$ cat src/rtl/interval_timer_pkg.sv
// Shared types and default constants for the programmable interval timer.
// Contents: timer state enum, default WIDTH/PERIOD/HCW, system clock rate.
package timer_pkg;

    typedef enum logic [1:0] {
        IDLE = 2'd0,
        RUN  = 2'd1,
        DONE = 2'd2
    } state_t;

    localparam int DEF_WIDTH  = 29;
    localparam int DEF_PERIOD = 500_000_000;
    localparam int DEF_HCW    = 8;
    localparam int CLK_HZ     = 100_000_000;

endpackage

$ cat src/rtl/interval_timer_if.sv
// Control/status bundle between the reflex FSM, the timer and the display.
// master: drives start/stop/clear/enable/oneshot/load/term_in, reads status.
// slave : the timer; drives count/running/hit/done (+hit_count when
//         INTERVAL_TIMER_HITCNT_EN is defined).
interface interval_timer_if import timer_pkg::*; #(
    parameter int WIDTH = DEF_WIDTH
`ifdef INTERVAL_TIMER_HITCNT_EN
    ,
    parameter int HCW   = DEF_HCW
`endif
) ();

    logic             start;
    logic             stop;
    logic             clear;
    logic             enable;
    logic             oneshot;
    logic             load;
    logic [WIDTH-1:0] term_in;
    logic [WIDTH-1:0] count;
    logic             running;
    logic             hit;
    logic             done;
`ifdef INTERVAL_TIMER_HITCNT_EN
    logic [HCW-1:0]   hit_count;
`endif

    modport master (
        output start, stop, clear, enable, oneshot, load, term_in,
        input  count, running, hit, done
`ifdef INTERVAL_TIMER_HITCNT_EN
        , input hit_count
`endif
    );

    modport slave (
        input  start, stop, clear, enable, oneshot, load, term_in,
        output count, running, hit, done
`ifdef INTERVAL_TIMER_HITCNT_EN
        , output hit_count
`endif
    );

endinterface

$ cat src/rtl/interval_timer_sat_counter.sv
// Saturating up-counter with synchronous clear (clear wins over increment).
// Ports: clk, rst_n (async, active-low), i_inc, i_clr, o_q.
// Only built when INTERVAL_TIMER_HITCNT_EN is defined.
`ifdef INTERVAL_TIMER_HITCNT_EN
module sat_counter #(
    parameter int W = 8
) (
    input  logic         clk,
    input  logic         rst_n,
    input  logic         i_inc,
    input  logic         i_clr,
    output logic [W-1:0] o_q
);

    logic [W-1:0] r_q;

    always_ff @(posedge clk or negedge rst_n) begin
        if (!rst_n) begin
            r_q <= '0;
        end else if (i_clr) begin
            r_q <= '0;
        end else if (i_inc && (r_q != '1)) begin
            r_q <= r_q + 1'b1;
        end
    end

    assign o_q = r_q;

endmodule
`endif

$ cat src/rtl/interval_timer.sv
// Programmable interval timer: periodic/one-shot wrap at a loadable terminal.
// Ports: ck, reset_n (async, active-low), bus (interval_timer_if.slave).
// Macro INTERVAL_TIMER_HITCNT_EN adds the saturating hit_count output.
module interval_timer import timer_pkg::*; #(
    parameter int WIDTH  = DEF_WIDTH,
    parameter int PERIOD = DEF_PERIOD
`ifdef INTERVAL_TIMER_HITCNT_EN
    ,
    parameter int HCW    = DEF_HCW
`endif
) (
    input logic             ck,
    input logic             reset_n,
    interval_timer_if.slave bus
);

    localparam logic [WIDTH-1:0] RST_TERM = WIDTH'(PERIOD - 1);

    state_t           r_state;
    logic [WIDTH-1:0] r_count;
    logic [WIDTH-1:0] r_term;
    logic             r_mode;
    logic             r_hit;
    logic             r_done;
    logic             r_running;

    logic w_start;
    logic w_at_term;
    logic w_wrap;

    // stop beats start; start+stop outside RUN does nothing
    assign w_start   = bus.start & ~bus.stop;
    // >= so a terminal lowered below count wraps at once
    assign w_at_term = (r_count >= r_term);
    assign w_wrap    = (r_state == RUN) & ~bus.stop & ~bus.start
                     & ~bus.clear & bus.enable & w_at_term;

    always_ff @(posedge ck or negedge reset_n) begin
        if (!reset_n) begin
            r_state   <= IDLE;
            r_count   <= '0;
            r_term    <= RST_TERM;
            r_mode    <= 1'b0;
            r_hit     <= 1'b0;
            r_done    <= 1'b0;
            r_running <= 1'b0;
        end else begin
            r_hit <= w_wrap;
            if (bus.load) begin
                r_term <= bus.term_in;
            end
            if (bus.stop) begin
                if (r_state == RUN) begin
                    r_state   <= IDLE;
                    r_running <= 1'b0;
                end
                if (bus.clear) begin
                    r_count <= '0;
                end
            end else if (bus.start) begin
                r_state   <= RUN;
                r_running <= 1'b1;
                r_count   <= '0;
                r_done    <= 1'b0;
                r_mode    <= bus.oneshot;
            end else if (bus.clear) begin
                r_count <= '0;
            end else if ((r_state == RUN) && bus.enable) begin
                if (w_at_term) begin
                    r_count <= '0;
                    if (r_mode) begin
                        r_state   <= DONE;
                        r_running <= 1'b0;
                        r_done    <= 1'b1;
                    end
                end else begin
                    r_count <= r_count + 1'b1;
                end
            end
        end
    end

    assign bus.count   = r_count;
    assign bus.running = r_running;
    assign bus.hit     = r_hit;
    assign bus.done    = r_done;

`ifdef INTERVAL_TIMER_HITCNT_EN
    sat_counter #(
        .W     (HCW)
    ) u_hits (
        .clk   (ck),
        .rst_n (reset_n),
        .i_inc (w_wrap),
        .i_clr (w_start | bus.clear),
        .o_q   (bus.hit_count)
    );
`endif

endmodule

$ cat src/flat_wrapper.sv
// flat-port wrapper written by rule: the top's interface ports become plain ports
module interval_timer_flat import timer_pkg::*;
#(
    parameter int WIDTH  = DEF_WIDTH,
    parameter int PERIOD = DEF_PERIOD

)
  (ck, reset_n, bus_start, bus_stop, bus_clear, bus_enable, bus_oneshot, bus_load, bus_term_in, bus_count, bus_running, bus_hit, bus_done);
  interval_timer_if #(.WIDTH(WIDTH)) bus_i ();
  input logic ck;
  input logic reset_n;
  input wire logic [$bits(bus_i.start)-1:0] bus_start;
  input wire logic [$bits(bus_i.stop)-1:0] bus_stop;
  input wire logic [$bits(bus_i.clear)-1:0] bus_clear;
  input wire logic [$bits(bus_i.enable)-1:0] bus_enable;
  input wire logic [$bits(bus_i.oneshot)-1:0] bus_oneshot;
  input wire logic [$bits(bus_i.load)-1:0] bus_load;
  input wire logic [$bits(bus_i.term_in)-1:0] bus_term_in;
  output wire logic [$bits(bus_i.count)-1:0] bus_count;
  output wire logic [$bits(bus_i.running)-1:0] bus_running;
  output wire logic [$bits(bus_i.hit)-1:0] bus_hit;
  output wire logic [$bits(bus_i.done)-1:0] bus_done;
  assign bus_i.start = bus_start;
  assign bus_i.stop = bus_stop;
  assign bus_i.clear = bus_clear;
  assign bus_i.enable = bus_enable;
  assign bus_i.oneshot = bus_oneshot;
  assign bus_i.load = bus_load;
  assign bus_i.term_in = bus_term_in;
  assign bus_count = bus_i.count;
  assign bus_running = bus_i.running;
  assign bus_hit = bus_i.hit;
  assign bus_done = bus_i.done;
  interval_timer #(.WIDTH(WIDTH), .PERIOD(PERIOD)) u_core (.ck(ck), .reset_n(reset_n), .bus(bus_i));
endmodule
$ cat config.mk
export PLATFORM = sky130hd
export DESIGN_NAME = interval_timer_flat
export DESIGN_NICKNAME = d
export VERILOG_FILES = /design/src/rtl/interval_timer_pkg.sv /design/src/rtl/interval_timer_if.sv /design/src/rtl/interval_timer_sat_counter.sv /design/src/rtl/interval_timer.sv /design/src/flat_wrapper.sv
export SDC_FILE = /design/constraint.sdc
export NUM_CORES = 1
export LEC_CHECK = 0
export CAP_MARGIN = 10
export CORE_AREA = 4 4 126 128
export DETAILED_ROUTE_END_ITERATION = 12
export DIE_AREA = 0 0 130 132
export SLEW_MARGIN = 10
export SYNTH_ARGS = -nofsm -noshare
export SYNTH_HDL_FRONTEND = slang
export SYNTH_SLANG_ARGS = --single-unit
$ cat constraint.sdc
create_clock -name ck -period 5.3 [get_ports ck]
set_input_delay 1.06 -clock ck [delete_from_list [all_inputs] [get_ports ck]]
set_output_delay 1.06 -clock ck [all_outputs]
set_load 0.02 [all_outputs]
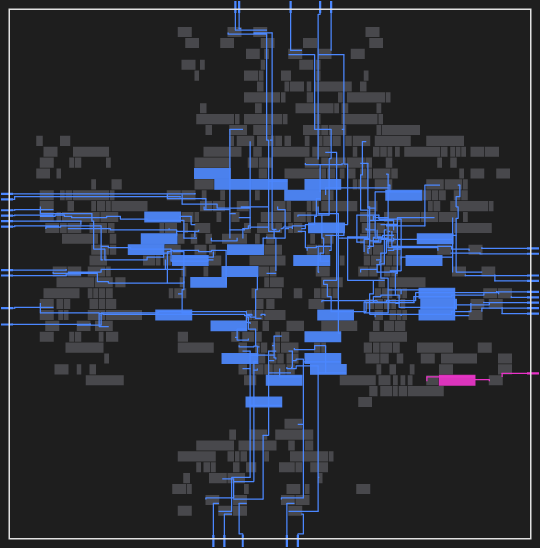
Run 1: I/O nets highlighted
(4 px per um)
color	port	direction	edge	end cells	wire
blue	`bus_count`	output	10 left, 9 right, 5 bottom, 5 top	29	2420 um
magenta	`bus_done`	output	right	1	24.1 um

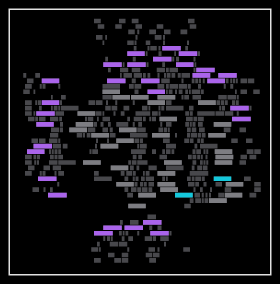
Run 1: sequential cells colored by netlist name
(2 px per um) Other sequential cells in the stronger gray, the rest of the logic in the fainter gray.
color	netlist name	flops
purple	`u_core.r_term`	29
cyan	`u_core.r_state`	2
register area: 0.00160 mm2
flop share of the area: 0.335

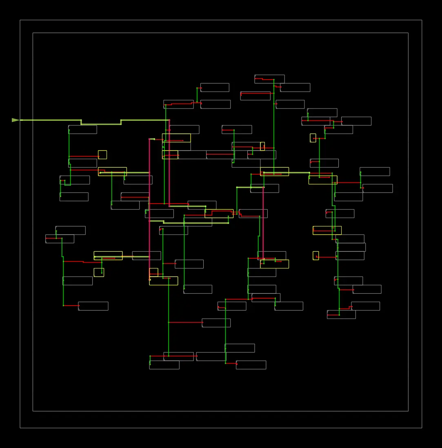
Run 1: clock nets
clock buffer count: 11
CTS Sinks: 63
clk ins delay skew pair: 0.33 ns
FFs & Latches: 63
TritonCTS buffer count: 9

==> run notes, run 1 <==
fresh numbers from the pnr run: chip area in the Yosys report around 0.0036 mm2, CP Cell Sequence clkdlybuf4s50_1, nor2b_1, a311oi_4, nor3b_2, and3_1, nand3_1, xor2_1, nor2_1, Area growth, synth to finish 31.5%, worst slew pin tran about 0.96 ns, DIE AREA between 0.015 and 0.02 mm2, area leader, netlist dfrtp_1, post-CTS setup buffers 0, hold depth 1, first-pass GRT wire length about 15000 um, FF-to-FF Start u_core.r_term[28]$_DFFE_PN1P_, critical path endpoint category flip-flop, P_leak roughly 2.1 nW, post-route setup TNS 0 ns, floorplan net count around 450, aoi share 0.164, fin crit period 3.07 ns, Core Util, Final 0.322, number of global-route vias before repair between 3000 and 4000, drt via density 4.75, Hold EP u_core.bus.done$_DFFE_PN0P_, Yosys reg bits 63, ys async rst share 1.00, Slew Limit Fails 0, Clock Pin Slew Worst Setup and Hold Paths 0.06 ns, gpl congestion ~0.76, Synth Flop Type dfrtp_1, drt pass-1 iters 4, count leader, synth nand2_1, post-synthesis sequential area ratio 0.440, Yosys Instances approximately 380, Simple Share, Synth 0.211, Worst Hold Launch u_core.bus.done$_DFFE_PN0P_, CP max stage delay between 0.7 and 0.8 ns, Log Warnings 26, Post-synth EDFFs 0, post-route ant nets 0, nets 519, clock root buffer clkbuf_16, R2R Setup Slk between 2 and 2.5 ns, Routed wire per std cell 14.3 um, Area leader share 0.296, MUX share of area 0.00619, worst path required time 5.50 ns, Ys Warns 0, pwr dens approximately 250 mW/mm2, Dominant combinational family simple AND/OR/NAND/NOR gates, CTS tree built, DRC viols 0, Max-cap violations 0, largest delay contributor family on the critical path simple AND/OR/NAND/NOR gates, Slowest cell on crit path a311oi_4, initial antenna violation count 0, Core Box Area between 0.01 and 0.015 mm2, Worst Hold Class flip-flop to flip-flop, Die H about 130 um, adder share 0.103, DP HPWL 6910 um, R2R depth 9, Clock Skews approximately 0.0095 ns, vias a little over 3000, post-synthesis cell area around 0.0036 mm2, crit-path max FO 16, run status complete, no violations, cell count after synthesis about 380, grt total ovfl 0, # port buffers about 68, H-tree Lvls 3, Cell area leaders dfrtp_1 30%, dfstp_2 14%, ha_1 10%
-- run 1: cells in the final DEF (no fill, tap or decap), types with 5 or more instances in the layout --
master	instances
dfrtp_1	43
nor3_1	5
xor2_1	10
nand4_1	10
nor2b_1	6
nor2_1	17
a22o_1	7
o21ai_0	44
and3_1	14
a21oi_1	13
ha_1	30
nand2_1	53
nand3_1	17
dfstp_2	20
inv_1	31
a21o_1	7
clkdlybuf4s50_1	67
clkbuf_16	9
-- run 1: metrics by stage --
stage / cells / power (mW) / instance area (um2) / setup slack [ns]
floorplan: 382 / 0.591 / 3640 / 2.74
finish: 645 / 1.18 / 4790 / 2.23
CTS: 645 / 1.20 / 4790 / 2.24
global placement: 629 / 0.645 / 4510 / 1.93
detailed placement: 629 / 0.650 / 4510 / 1.89
global route: 645 / 1.24 / 4790 / 2.04
-- run 1: kinds of logic (layout without fill, tap and decap cells) --
kind of cell,Yosys count,in the layout
flip-flops,63,63
multiplexers,2,2
XOR/XNOR,12,12
AND-OR/OR-AND,91,91
buffers and inverters,42,117
adder cells (fa/ha/maj),30,30
AND/OR/NAND/NOR,142,142
-- run 1: state kept, by name (all words and copies together), names as in the netlist --
| signal | cells |
|---|---|
| u_core.bus.count | 29 |
| u_core.bus.done | 1 |
| u_core.bus.hit | 1 |
| u_core.r_mode | 1 |
| u_core.r_state | 2 |
| u_core.r_term | 29 |
-- run 1: how the worst max path moves through the flow --
stage,end,start,slack [ns],cells past startpoint
floorplan,u_core.bus.count[27]$_DFFE_PN0P_,bus_enable,2.74,7
global placement,u_core.bus.count[27]$_DFFE_PN0P_,bus_enable,1.93,8
detailed placement,u_core.bus.count[27]$_DFFE_PN0P_,bus_enable,1.89,8
CTS,u_core.bus.count[19]$_DFFE_PN0P_,bus_enable,2.24,8
global route,u_core.bus.count[19]$_DFFE_PN0P_,bus_enable,2.04,8
finish,u_core.bus.count[19]$_DFFE_PN0P_,bus_start,2.23,8
-- run 1: worst register-to-register path, cell delays in order (launching register included) --
cell,delay [ns]
dfstp_2,0.51
inv_1,0.04
ha_1,0.28
nand4_1,0.15
nor4_1,0.46
a21oi_1,0.11
and3_1,0.36
o211ai_4,0.28
and2_1,0.47
nor2_1,0.11
-- run 1: where the power goes --
group | total (mW) | internal [mW] | switching [mW]
logic | 0.118 | 0.0518 | 0.0662
registers | 0.521 | 0.513 | 0.00822
clock network | 0.542 | 0.328 | 0.214
-- run 1: per-layer routing --
layer | GRT usage | wire (um) | vias to the layer above | part of all wire
met5 | 0 | 0 | - | 0
met4 | 0.0260 | 96 | 0 | 0.010
met3 | 0.0389 | 599 | 9 | 0.065
met2 | 0.180 | 4350 | 63 | 0.47
met1 | 0.144 | 4170 | 1487 | 0.45
li1 | - | - | 1502 | -
-- run 1: final cells by class --
| class | count | area (um2) |
|---|---|---|
| Inverter | 31 | 116 |
| Multi-Input combinational cell | 277 | 1870 |
| Sequential cell | 63 | 1600 |
| Timing Repair Buffer | 70 | 691 |
| Tap cell | 188 | 235 |
| Clock inverter | 5 | 33.8 |
| Fill cell | 1583 | 10100 |
| Clock buffer | 11 | 243 |
==> run 2, diff against run 1 <==
Clock period 5.3 ns to 3.1 ns, I/O delays scaled along.
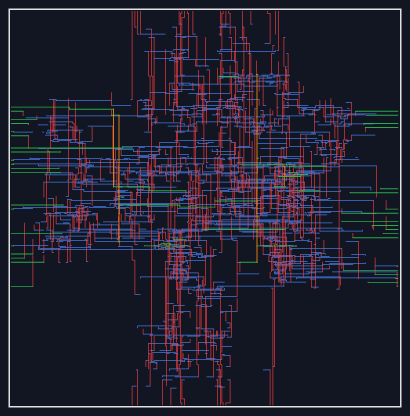
Run 2: routed metal, one color a layer
(3 px per um)
color	layer	wire length
red	M2	4350 um
blue	M1	4370 um
orange	M4	137 um
green	M3	602 um
Routed wire per std cell: 14.4 um
GRT Total Usage: 0.114
Routed WL: 9460 um
vias: 3067

==> run 2 against run 1 <==
Net effect: routed wire length grew 2.6%; worst hold slack lost 0.17 ns; core utilization grew 0.92 points; highest routed layer unchanged.
==> run notes, run 2 <==
fresh numbers from the pnr run: post-synthesis sequential area ratio 0.440 (unchanged), Cell area leaders dfrtp_1 30%, dfstp_2 14%, ha_1 10% (unchanged), combinational power share 0.096 (was 0.100), Clock Skews 0.00800 ns (was 0.00946 ns), number of global-route vias before repair 3092 (was 3091), drt pass-1 iters 4 (unchanged), Log Warnings 26 (unchanged), Max-cap violations 0 (unchanged), post-synthesis cell area 0.00364 mm2 (unchanged), Filler cells 1534 (was 1583), crit-path max FO 16 (unchanged), grt total ovfl 0 (unchanged), DIE AREA 0.0172 mm2 (unchanged), Clock Pin Slew Worst Setup and Hold Paths 0.05 ns (was 0.06 ns), TritonCTS buffer count 9 (unchanged), count leader, synth nand2_1 (unchanged), worst path required time 3.36 ns (was 5.50 ns), most frequent logic cell in the layout clkdlybuf4s50_1 (unchanged), clock power share 0.499 (was 0.459), Yosys Instances 382 (unchanged), Synth Flop Type dfrtp_1 (unchanged), overall power 2.20 mW (was 1.18 mW), Core Box Area 0.0149 mm2 (unchanged), CTS Sinks 63 (unchanged), pwr dens 446 mW/mm2 (was 247 mW/mm2), run status complete, no violations (unchanged), CP max stage delay 0.51 ns (was 0.75 ns), most instantiated logic cells after routing 67 x clkdlybuf4s50_1, 53 x nand2_1, 44 x o21ai_0, 43 x dfrtp_1, 31 x inv_1 (unchanged), H-tree Lvls 3 (unchanged), NetSw 0.499 mW (was 0.289 mW), logic area 0.00187 mm2 (about the same), post-route ant nets 0 (unchanged), DRC viols 0 (unchanged), # port buffers 68 (unchanged), DP HPWL 7220 um (was 6910 um), CP Cell Sequence inv_1, ha_1, and2_1, a221o_1, a21oi_1, and3_1, o211ai_4, nor2_1, a22o_1 (was clkdlybuf4s50_1, nor2b_1, a311oi_4, nor3b_2, and3_1, nand3_1, xor2_1, nor2_1), Core Util, Final 0.331 (was 0.322), drt via density 4.68 (was 4.75), Area growth, synth to finish 35.3% (was 31.5%), ys async rst share 1.00 (unchanged), gpl congestion 0.772 (was 0.764), cell count after synthesis 382 (unchanged), Area leader share 0.296 (unchanged), Seq pwr share 0.406 (was 0.441), Post-synth EDFFs 0 (unchanged), first-pass GRT wire length 15600 um (was 15400 um), CTS tree built (unchanged), largest delay contributor family on the critical path simple AND/OR/NAND/NOR gates (unchanged), Die H 132 um (unchanged), post-route setup TNS 0 ns (unchanged), Worst Hold Class input port to async pin (was flip-flop to flip-flop), nets 529 (was 519), Pint 1.70 mW (was 0.893 mW), area leader, netlist dfrtp_1 (unchanged), fin crit period 2.83 ns, P_leak 2.21 nW (was 2.12 nW), worst slew pin tran 0.702 ns (was 0.955 ns), chip area in the Yosys report 0.00364 mm2 (unchanged), Ys Warns 0 (unchanged), critical path endpoint category flip-flop (unchanged), Yosys reg bits 63 (unchanged), Slowest cell on crit path dfstp_2 (was a311oi_4), floorplan net count 449 (unchanged)
[run 2: cell types whose count changed in the layout (fill, tap and decap cells not counted), sizes merged]
cell      change
clkinvlp      -1
buf          +10
bufinv        +2
clkinv        -1
[run 2: per-stage QoR]
step,cell area [um2],hold slack (ns),setup slack (ns),instances
after floorplan,3640,0.324,0.668,382
after global placement,4600,0.494,0.179,639
after detailed placement,4600,0.499,0.154,639
after CTS,4920,0.356,0.151,655
after global routing,4920,0.404,0.0488,655
final,4920,0.337,0.268,655
[run 2: cells by family after synthesis]
kind of cell / share of synthesized area
flops: 0.440
buf+inv: 0.0471
fa+ha+maj: 0.103
simple gates: 0.211
xor+xnor: 0.0289
compound gates: 0.164
mux: 0.00619
[run 2: power by group through the flow]
stage               registers, mW  clock network [mW]  logic, mW
floorplan                   0.903                   0      0.107
global placement            0.903                   0      0.207
detailed placement          0.905                   0      0.214
CTS                         0.891                1.13      0.215
global route                0.895                1.16      0.241
finish                      0.891                1.09      0.210
[run 2: path summary, 6_finish.rpt]
kind | slack, ns | start | to | depth (start not counted)
setup / recovery | 0.27 | u_core.r_term[16]$_DFFE_PN1P_ | u_core.bus.count[4]$_DFFE_PN0P_ | 9
hold / removal | 0.34 | reset_n | u_core.r_term[9]$_DFFE_PN0P_ | 1
setup reg to reg | 0.27 | u_core.r_term[16]$_DFFE_PN1P_ | u_core.bus.count[4]$_DFFE_PN0P_ | 9
hold reg to reg | 0.51 | u_core.r_term[7]$_DFFE_PN1P_ | u_core.r_term[7]$_DFFE_PN1P_ | 2
max in group asynchronous | 2.06 | reset_n | u_core.r_term[22]$_DFFE_PN1P_ | 2
min in group ck | 0.51 | u_core.r_term[7]$_DFFE_PN1P_ | u_core.r_term[7]$_DFFE_PN1P_ | 2
[run 2: area by class of cell]
cell class              instances  share of cell area
clock buffers                  11              0.0493
clock inverters                 5              0.0165
well taps                     188              0.0478
repair buffers                 80               0.158
multi-input cells             277               0.379
flip-flops and latches         63               0.325
inverters                      31              0.0236
[run 2: repair_timing]
| item | in CTS | in global routing |
|---|---|---|
| setup endpoints to repair | 0 | 12 |
| setup buffers | 0 | 0 |
| gates resized | 0 | 1 |
[run 2: worst register-to-register path: cells and delay by family (launching register included)]
family	cells	cell delay (ns)
and+or+nand+nor	3	1.00
AOI/OAI and AO/OA	4	0.93
DFF	1	0.51
adders and majority gates	1	0.29
buffers and inverters	1	0.05
[run 2: layer usage]
layer,share of wire,vias up,GRT usage
met5,0,-,0
li1,-,1516,-
met2,0.46,76,0.178
met4,0.014,0,0.0421
met3,0.064,13,0.0320
met1,0.46,1462,0.151
Power and IR drop assume default switching activity.
